### Where the registers sit

Scale bar: 100 um.
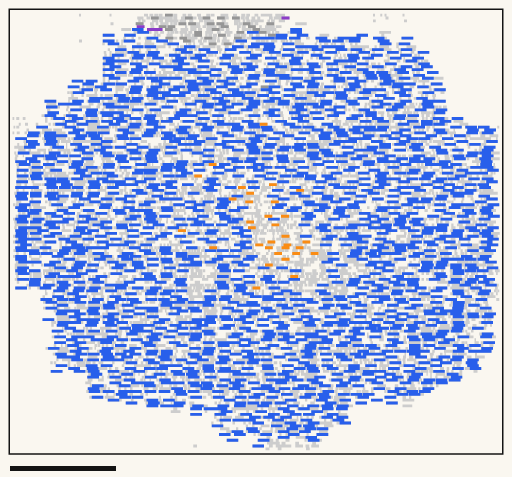
### Placed cells, one color a class

Scale bar: 100 um.
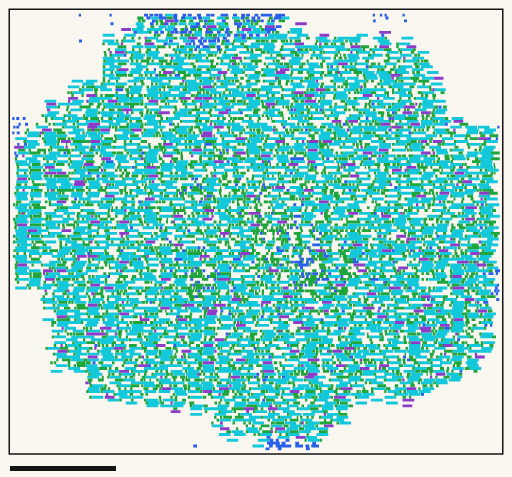
### Logic cells by family

Scale bar: 100 um.
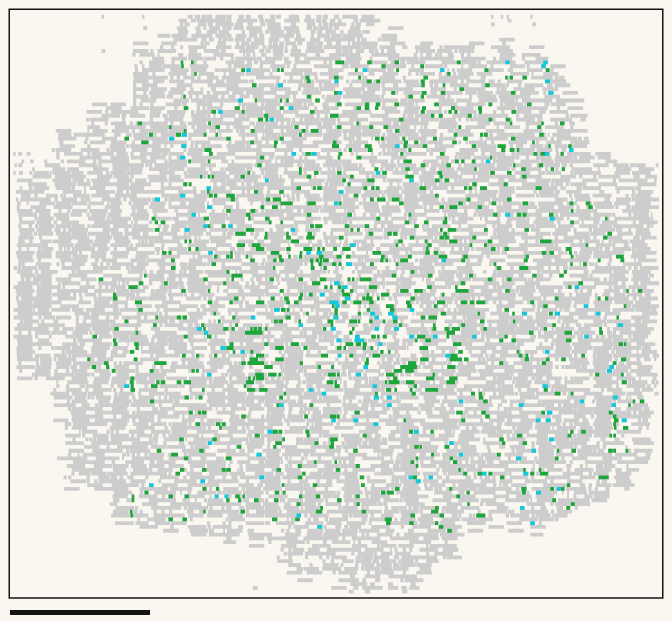
[src/rtl/mem_stage_reg_if.sv]
// rtl/mem_stage_reg_if.sv - EXE/MEM inputs and MEM/WB outputs of the MEM stage
// mem_fault exists only when MEM_RANGE_CHECK_EN is defined.
interface mem_stage_reg_if #(
    parameter int N = 32
);
    logic         freeze;
    logic         WB_ENIn;
    logic         MEM_R_ENIn;
    logic         MEM_W_ENIn;
    logic [N-1:0] ALU_ResIn;
    logic [N-1:0] Val_RmIn;
    logic [3:0]   WB_DestIn;
    logic         WB_ENOut;
    logic         MEM_R_ENOut;
    logic [N-1:0] ALU_ResOut;
    logic [N-1:0] DataMemoryOut;
    logic [3:0]   WB_DestOut;
`ifdef MEM_RANGE_CHECK_EN
    logic         mem_fault;
`endif

    modport master (
        output freeze, WB_ENIn, MEM_R_ENIn, MEM_W_ENIn, ALU_ResIn, Val_RmIn, WB_DestIn,
`ifdef MEM_RANGE_CHECK_EN
        input  mem_fault,
`endif
        input  WB_ENOut, MEM_R_ENOut, ALU_ResOut, DataMemoryOut, WB_DestOut
    );

    modport slave (
        input  freeze, WB_ENIn, MEM_R_ENIn, MEM_W_ENIn, ALU_ResIn, Val_RmIn, WB_DestIn,
`ifdef MEM_RANGE_CHECK_EN
        output mem_fault,
`endif
        output WB_ENOut, MEM_R_ENOut, ALU_ResOut, DataMemoryOut, WB_DestOut
    );
endinterface

[src/rtl/mem_stage_reg.sv]
// rtl/mem_stage_reg.sv - MEM stage data memory plus MEM/WB pipeline register
// Optional MEM_RANGE_CHECK_EN: suppress out-of-range stores, zero out-of-range loads, report mem_fault.
module mem_stage_reg #(
    parameter int N         = 32,
    parameter int DEPTH     = 64,
    parameter int BASE_ADDR = 1024
) (
    input  logic              clk,
    input  logic              rst,
    mem_stage_reg_if.slave    bus
);
    localparam int AW = $clog2(DEPTH);

    logic [N-1:0]  mem_q [DEPTH];
    logic [N-1:0]  addr_off;
    logic [AW-1:0] idx;
    logic          mem_we;
    logic [N-1:0]  rd_word;

    logic          wb_en_q,   wb_en_d;
    logic          mem_r_en_q, mem_r_en_d;
    logic [N-1:0]  alu_res_q, alu_res_d;
    logic [N-1:0]  dmem_q,    dmem_d;
    logic [3:0]    wb_dest_q, wb_dest_d;
`ifdef MEM_RANGE_CHECK_EN
    logic          fault_q,   fault_d;
    logic          in_range;
`endif

    // Below-base addresses wrap to huge offsets, so one unsigned compare covers both bounds.
    always_comb begin
        addr_off = bus.ALU_ResIn - N'(BASE_ADDR);
        idx      = AW'(addr_off >> 2);
        rd_word  = mem_q[idx];
        mem_we   = ~bus.freeze & bus.MEM_W_ENIn;
`ifdef MEM_RANGE_CHECK_EN
        in_range = addr_off < N'(4 * DEPTH);
        mem_we   = mem_we & in_range;
        if (!in_range) begin
            rd_word = '0;
        end
`endif
    end

    always_comb begin
        wb_en_d    = wb_en_q;
        mem_r_en_d = mem_r_en_q;
        alu_res_d  = alu_res_q;
        dmem_d     = dmem_q;
        wb_dest_d  = wb_dest_q;
`ifdef MEM_RANGE_CHECK_EN
        fault_d    = fault_q;
`endif
        if (!bus.freeze) begin
            wb_en_d    = bus.WB_ENIn;
            mem_r_en_d = bus.MEM_R_ENIn;
            alu_res_d  = bus.ALU_ResIn;
            dmem_d     = rd_word;
            wb_dest_d  = bus.WB_DestIn;
`ifdef MEM_RANGE_CHECK_EN
            fault_d    = (bus.MEM_R_ENIn | bus.MEM_W_ENIn) & ~in_range;
`endif
        end
    end

    always_ff @(posedge clk) begin
        if (!rst) begin
            wb_en_q    <= 1'b0;
            mem_r_en_q <= 1'b0;
            alu_res_q  <= '0;
            dmem_q     <= '0;
            wb_dest_q  <= '0;
`ifdef MEM_RANGE_CHECK_EN
            fault_q    <= 1'b0;
`endif
            for (int i = 0; i < DEPTH; i++) begin
                mem_q[i] <= '0;
            end
        end else begin
            wb_en_q    <= wb_en_d;
            mem_r_en_q <= mem_r_en_d;
            alu_res_q  <= alu_res_d;
            dmem_q     <= dmem_d;
            wb_dest_q  <= wb_dest_d;
`ifdef MEM_RANGE_CHECK_EN
            fault_q    <= fault_d;
`endif
            if (mem_we) begin
                mem_q[idx] <= bus.Val_RmIn;
            end
        end
    end

    assign bus.WB_ENOut      = wb_en_q;
    assign bus.MEM_R_ENOut   = mem_r_en_q;
    assign bus.ALU_ResOut    = alu_res_q;
    assign bus.DataMemoryOut = dmem_q;
    assign bus.WB_DestOut    = wb_dest_q;
`ifdef MEM_RANGE_CHECK_EN
    assign bus.mem_fault     = fault_q;
`endif
endmodule

[src/flat_wrapper.sv]
// flat-port wrapper written by rule: the top's interface ports become plain ports
module mem_stage_reg_flat 
#(
    parameter int N         = 32,
    parameter int DEPTH     = 64,
    parameter int BASE_ADDR = 1024
)
  (clk, rst, bus_freeze, bus_WB_ENIn, bus_MEM_R_ENIn, bus_MEM_W_ENIn, bus_ALU_ResIn, bus_Val_RmIn, bus_WB_DestIn, bus_WB_ENOut, bus_MEM_R_ENOut, bus_ALU_ResOut, bus_DataMemoryOut, bus_WB_DestOut);
  mem_stage_reg_if #(.N(N)) bus_i ();
  input  logic clk;
  input  logic rst;
  input wire logic [$bits(bus_i.freeze)-1:0] bus_freeze;
  input wire logic [$bits(bus_i.WB_ENIn)-1:0] bus_WB_ENIn;
  input wire logic [$bits(bus_i.MEM_R_ENIn)-1:0] bus_MEM_R_ENIn;
  input wire logic [$bits(bus_i.MEM_W_ENIn)-1:0] bus_MEM_W_ENIn;
  input wire logic [$bits(bus_i.ALU_ResIn)-1:0] bus_ALU_ResIn;
  input wire logic [$bits(bus_i.Val_RmIn)-1:0] bus_Val_RmIn;
  input wire logic [$bits(bus_i.WB_DestIn)-1:0] bus_WB_DestIn;
  output wire logic [$bits(bus_i.WB_ENOut)-1:0] bus_WB_ENOut;
  output wire logic [$bits(bus_i.MEM_R_ENOut)-1:0] bus_MEM_R_ENOut;
  output wire logic [$bits(bus_i.ALU_ResOut)-1:0] bus_ALU_ResOut;
  output wire logic [$bits(bus_i.DataMemoryOut)-1:0] bus_DataMemoryOut;
  output wire logic [$bits(bus_i.WB_DestOut)-1:0] bus_WB_DestOut;
  assign bus_i.freeze = bus_freeze;
  assign bus_i.WB_ENIn = bus_WB_ENIn;
  assign bus_i.MEM_R_ENIn = bus_MEM_R_ENIn;
  assign bus_i.MEM_W_ENIn = bus_MEM_W_ENIn;
  assign bus_i.ALU_ResIn = bus_ALU_ResIn;
  assign bus_i.Val_RmIn = bus_Val_RmIn;
  assign bus_i.WB_DestIn = bus_WB_DestIn;
  assign bus_WB_ENOut = bus_i.WB_ENOut;
  assign bus_MEM_R_ENOut = bus_i.MEM_R_ENOut;
  assign bus_ALU_ResOut = bus_i.ALU_ResOut;
  assign bus_DataMemoryOut = bus_i.DataMemoryOut;
  assign bus_WB_DestOut = bus_i.WB_DestOut;
  mem_stage_reg #(.N(N), .DEPTH(DEPTH), .BASE_ADDR(BASE_ADDR)) u_core (.clk(clk), .rst(rst), .bus(bus_i));
endmodule
[config.mk]
export PLATFORM = sky130hd
export DESIGN_NAME = mem_stage_reg_flat
export DESIGN_NICKNAME = d
export VERILOG_FILES = /design/src/rtl/mem_stage_reg_if.sv /design/src/rtl/mem_stage_reg.sv /design/src/flat_wrapper.sv
export SDC_FILE = /design/constraint.sdc
export NUM_CORES = 2
export LEC_CHECK = 0
export CAP_MARGIN = 20
export CORE_ASPECT_RATIO = 0.9
export CORE_MARGIN = 2
export CORE_UTILIZATION = 50
export CTS_CLUSTER_SIZE = 24
export DETAILED_ROUTE_END_ITERATION = 6
export PLACE_DENSITY_LB_ADDON = 0.3
export SLEW_MARGIN = 0
export SYNTH_ARGS = -nofsm -noshare
export SYNTH_HDL_FRONTEND = slang
export SYNTH_SLANG_ARGS = --single-unit
[constraint.sdc]
create_clock -name clk -period 9.6 [get_ports clk]
set_input_delay 2.4 -clock clk [delete_from_list [all_inputs] [get_ports clk]]
set_output_delay 2.4 -clock clk [all_outputs]
set_load 0.05 [all_outputs]
==> impl_metrics.json <==
{
  "regMostFlops": "u_core.mem_q",
  "antenna_found_initial": 42,
  "final_layout_size_suffix_gt1_frac": 0.146,
  "yosys_area_um2": 96000,
  "dieArea_um2": 195000,
  "grt.overflow.total": 0,
  "met3WireLength_mm": 52.4,
  "use_met2": 0.492,
  "internal_power_mw": 15.6,
  "max_cap_violations": 0,
  "ys_async_sr_fraction": 0,
  "r2r-end": "u_core.bus.DataMemoryOut[18]",
  "fin_area_um2": 107000,
  "whs_ps": 519,
  "finalPower_mw": 20.8,
  "p_switching_mw": 5.29,
  "vias_per_cell": 6.65,
  "die_x_um": 466,
  "cts_buffers": 211,
  "totalWireLength_mm": 341,
  "dp_hpwl_mm": 195,
  "use_met1": 0.451,
  "status": "complete, but fails checks",
  "synthesis.area_um2": 96000,
  "io_pins": 144,
  "min_path_cells": 2,
  "period_needed_ps": 5800,
  "drc_errors": 49,
  "clk-insertion-delay-late_ps": 910,
  "slew_headroom": 0.134,
  "critical_path.slowest_cell": "buf_4",
  "m1WireLength_mm": 120,
  "violations": "DRC"
}
Back to the opening pictures, 'Where the registers sit':
Key: blue = u_core.mem_q [flops 2048, where widely spread]; orange = u_core.bus.DataMemoryOut [flops 32, where middle]; purple = u_core.bus.WB_DestOut [flops 4]
Another 34 sequential cells are not colored.

Back to the opening pictures, 'Placed cells, one color a class':
Key: green = remaining logic cells [cells 4063, share of their area 30%]; blue = remaining buffers and delay cells [cells 384, share of their area 3.2%]; cyan = sequential cells [cells 2118, share of their area 61%]; purple = clock drivers and dummy loads [cells 393, share of their area 6.5%]

Back to the opening pictures, 'Logic cells by family':
Key: cyan = non-inverting ao/oa cells [cells 139, most used a22o_1]; green = aoi and oai cells [cells 935, most used a221oi_1]
Top cell excl fill/tap: and2_1
Comb area share: 0.288
non-filler instance count after layout: 9524

## layout by cell type (no fill, tap or decap), types with 10 or more instances in the layout
| cell type | synthesis | final |
|---|---|---|
| a211oi_1 | 14 | 14 |
| nor2_2 | 6 | 31 |
| nor2b_1 | 42 | 38 |
| o22ai_1 | 102 | 102 |
| and2_1 | 2054 | 2050 |
| nor2_1 | 160 | 93 |
| o21ai_4 | 0 | 64 |
| a31oi_1 | 39 | 39 |
| o22a_1 | 16 | 16 |
| a21oi_1 | 116 | 116 |
| a22o_1 | 46 | 46 |
| clkdlybuf4s50_1 | 0 | 106 |
| a221o_1 | 43 | 43 |
| clkinv_1 | 0 | 51 |
| edfxtp_1 | 2048 | 2048 |
| diode_2 | 0 | 25 |
| buf_4 | 53 | 229 |
| mux4_2 | 128 | 128 |
| mux2i_1 | 250 | 249 |
| a22oi_1 | 169 | 169 |
| buf_2 | 109 | 28 |
| o21ai_0 | 180 | 116 |
| nand3_1 | 18 | 16 |
| nand2_1 | 101 | 99 |
| nor2_4 | 0 | 42 |
| buf_12 | 0 | 13 |
| nand2b_1 | 12 | 11 |
| a222oi_1 | 12 | 12 |
| mux2_2 | 152 | 152 |
| o2bb2ai_1 | 10 | 10 |
| clkinv_16 | 0 | 10 |
| bufinv_16 | 0 | 13 |
| dfxtp_1 | 70 | 70 |
| clkinv_2 | 0 | 36 |
| clkbuf_16 | 0 | 212 |
| a221oi_1 | 241 | 241 |
| clkbuf_1 | 494 | 59 |
| o221ai_1 | 11 | 11 |
| nor3_1 | 22 | 20 |
## kinds of logic after synthesis
logic type      Yosys count  synth area share
compound gates         1074            0.0814
buf+inv                 755            0.0360
flops                  2118             0.655
mux                     531            0.0741
simple gates           2454             0.153
## cell type report
| type | count | area share |
|---|---|---|
| diodes | 25 | 0.000585 |
| multi-input cells | 4059 | 0.288 |
| well taps | 2541 | 0.0297 |
| repair buffers | 384 | 0.0306 |
| clock buffers | 274 | 0.0521 |
| clock inverters | 119 | 0.0109 |
| flip-flops and latches | 2118 | 0.588 |
| inverters | 4 | 0.000234 |
## cells in the mapped netlist (37+ instances only)
master | count | area share
buf_6 | 37 | 0.0043
a221o_1 | 43 | 0.0045
edfxtp_1 | 2048 | 0.64
buf_1 | 52 | 0.0020
mux4_2 | 128 | 0.030
a21oi_1 | 116 | 0.0060
buf_2 | 109 | 0.0057
a22oi_1 | 169 | 0.013
mux2_2 | 152 | 0.018
clkbuf_1 | 494 | 0.019
a22o_1 | 46 | 0.0042
o21ai_0 | 180 | 0.0094
dfxtp_1 | 70 | 0.015
a31oi_1 | 39 | 0.0025
nor2_1 | 160 | 0.0063
buf_4 | 53 | 0.0041
and2_1 | 2054 | 0.13
mux2i_1 | 250 | 0.026
a221oi_1 | 241 | 0.022
o22ai_1 | 102 | 0.0066
nand2_1 | 101 | 0.0040
nor2b_1 | 42 | 0.0027
## power groups by stage
stage	combinational (mW)	clock, mW	sequential [mW]
5_1_grt	1.91	8.53	10.8
6_report	1.91	8.17	10.8
3_3_place_gp	1.81	0	10.9
3_5_place_dp	1.82	0	10.9
2_1_floorplan	0.892	0	11.0
4_1_cts	1.82	8.16	10.7
Power figures rest on the tool's default switching activity, not on a simulated workload.
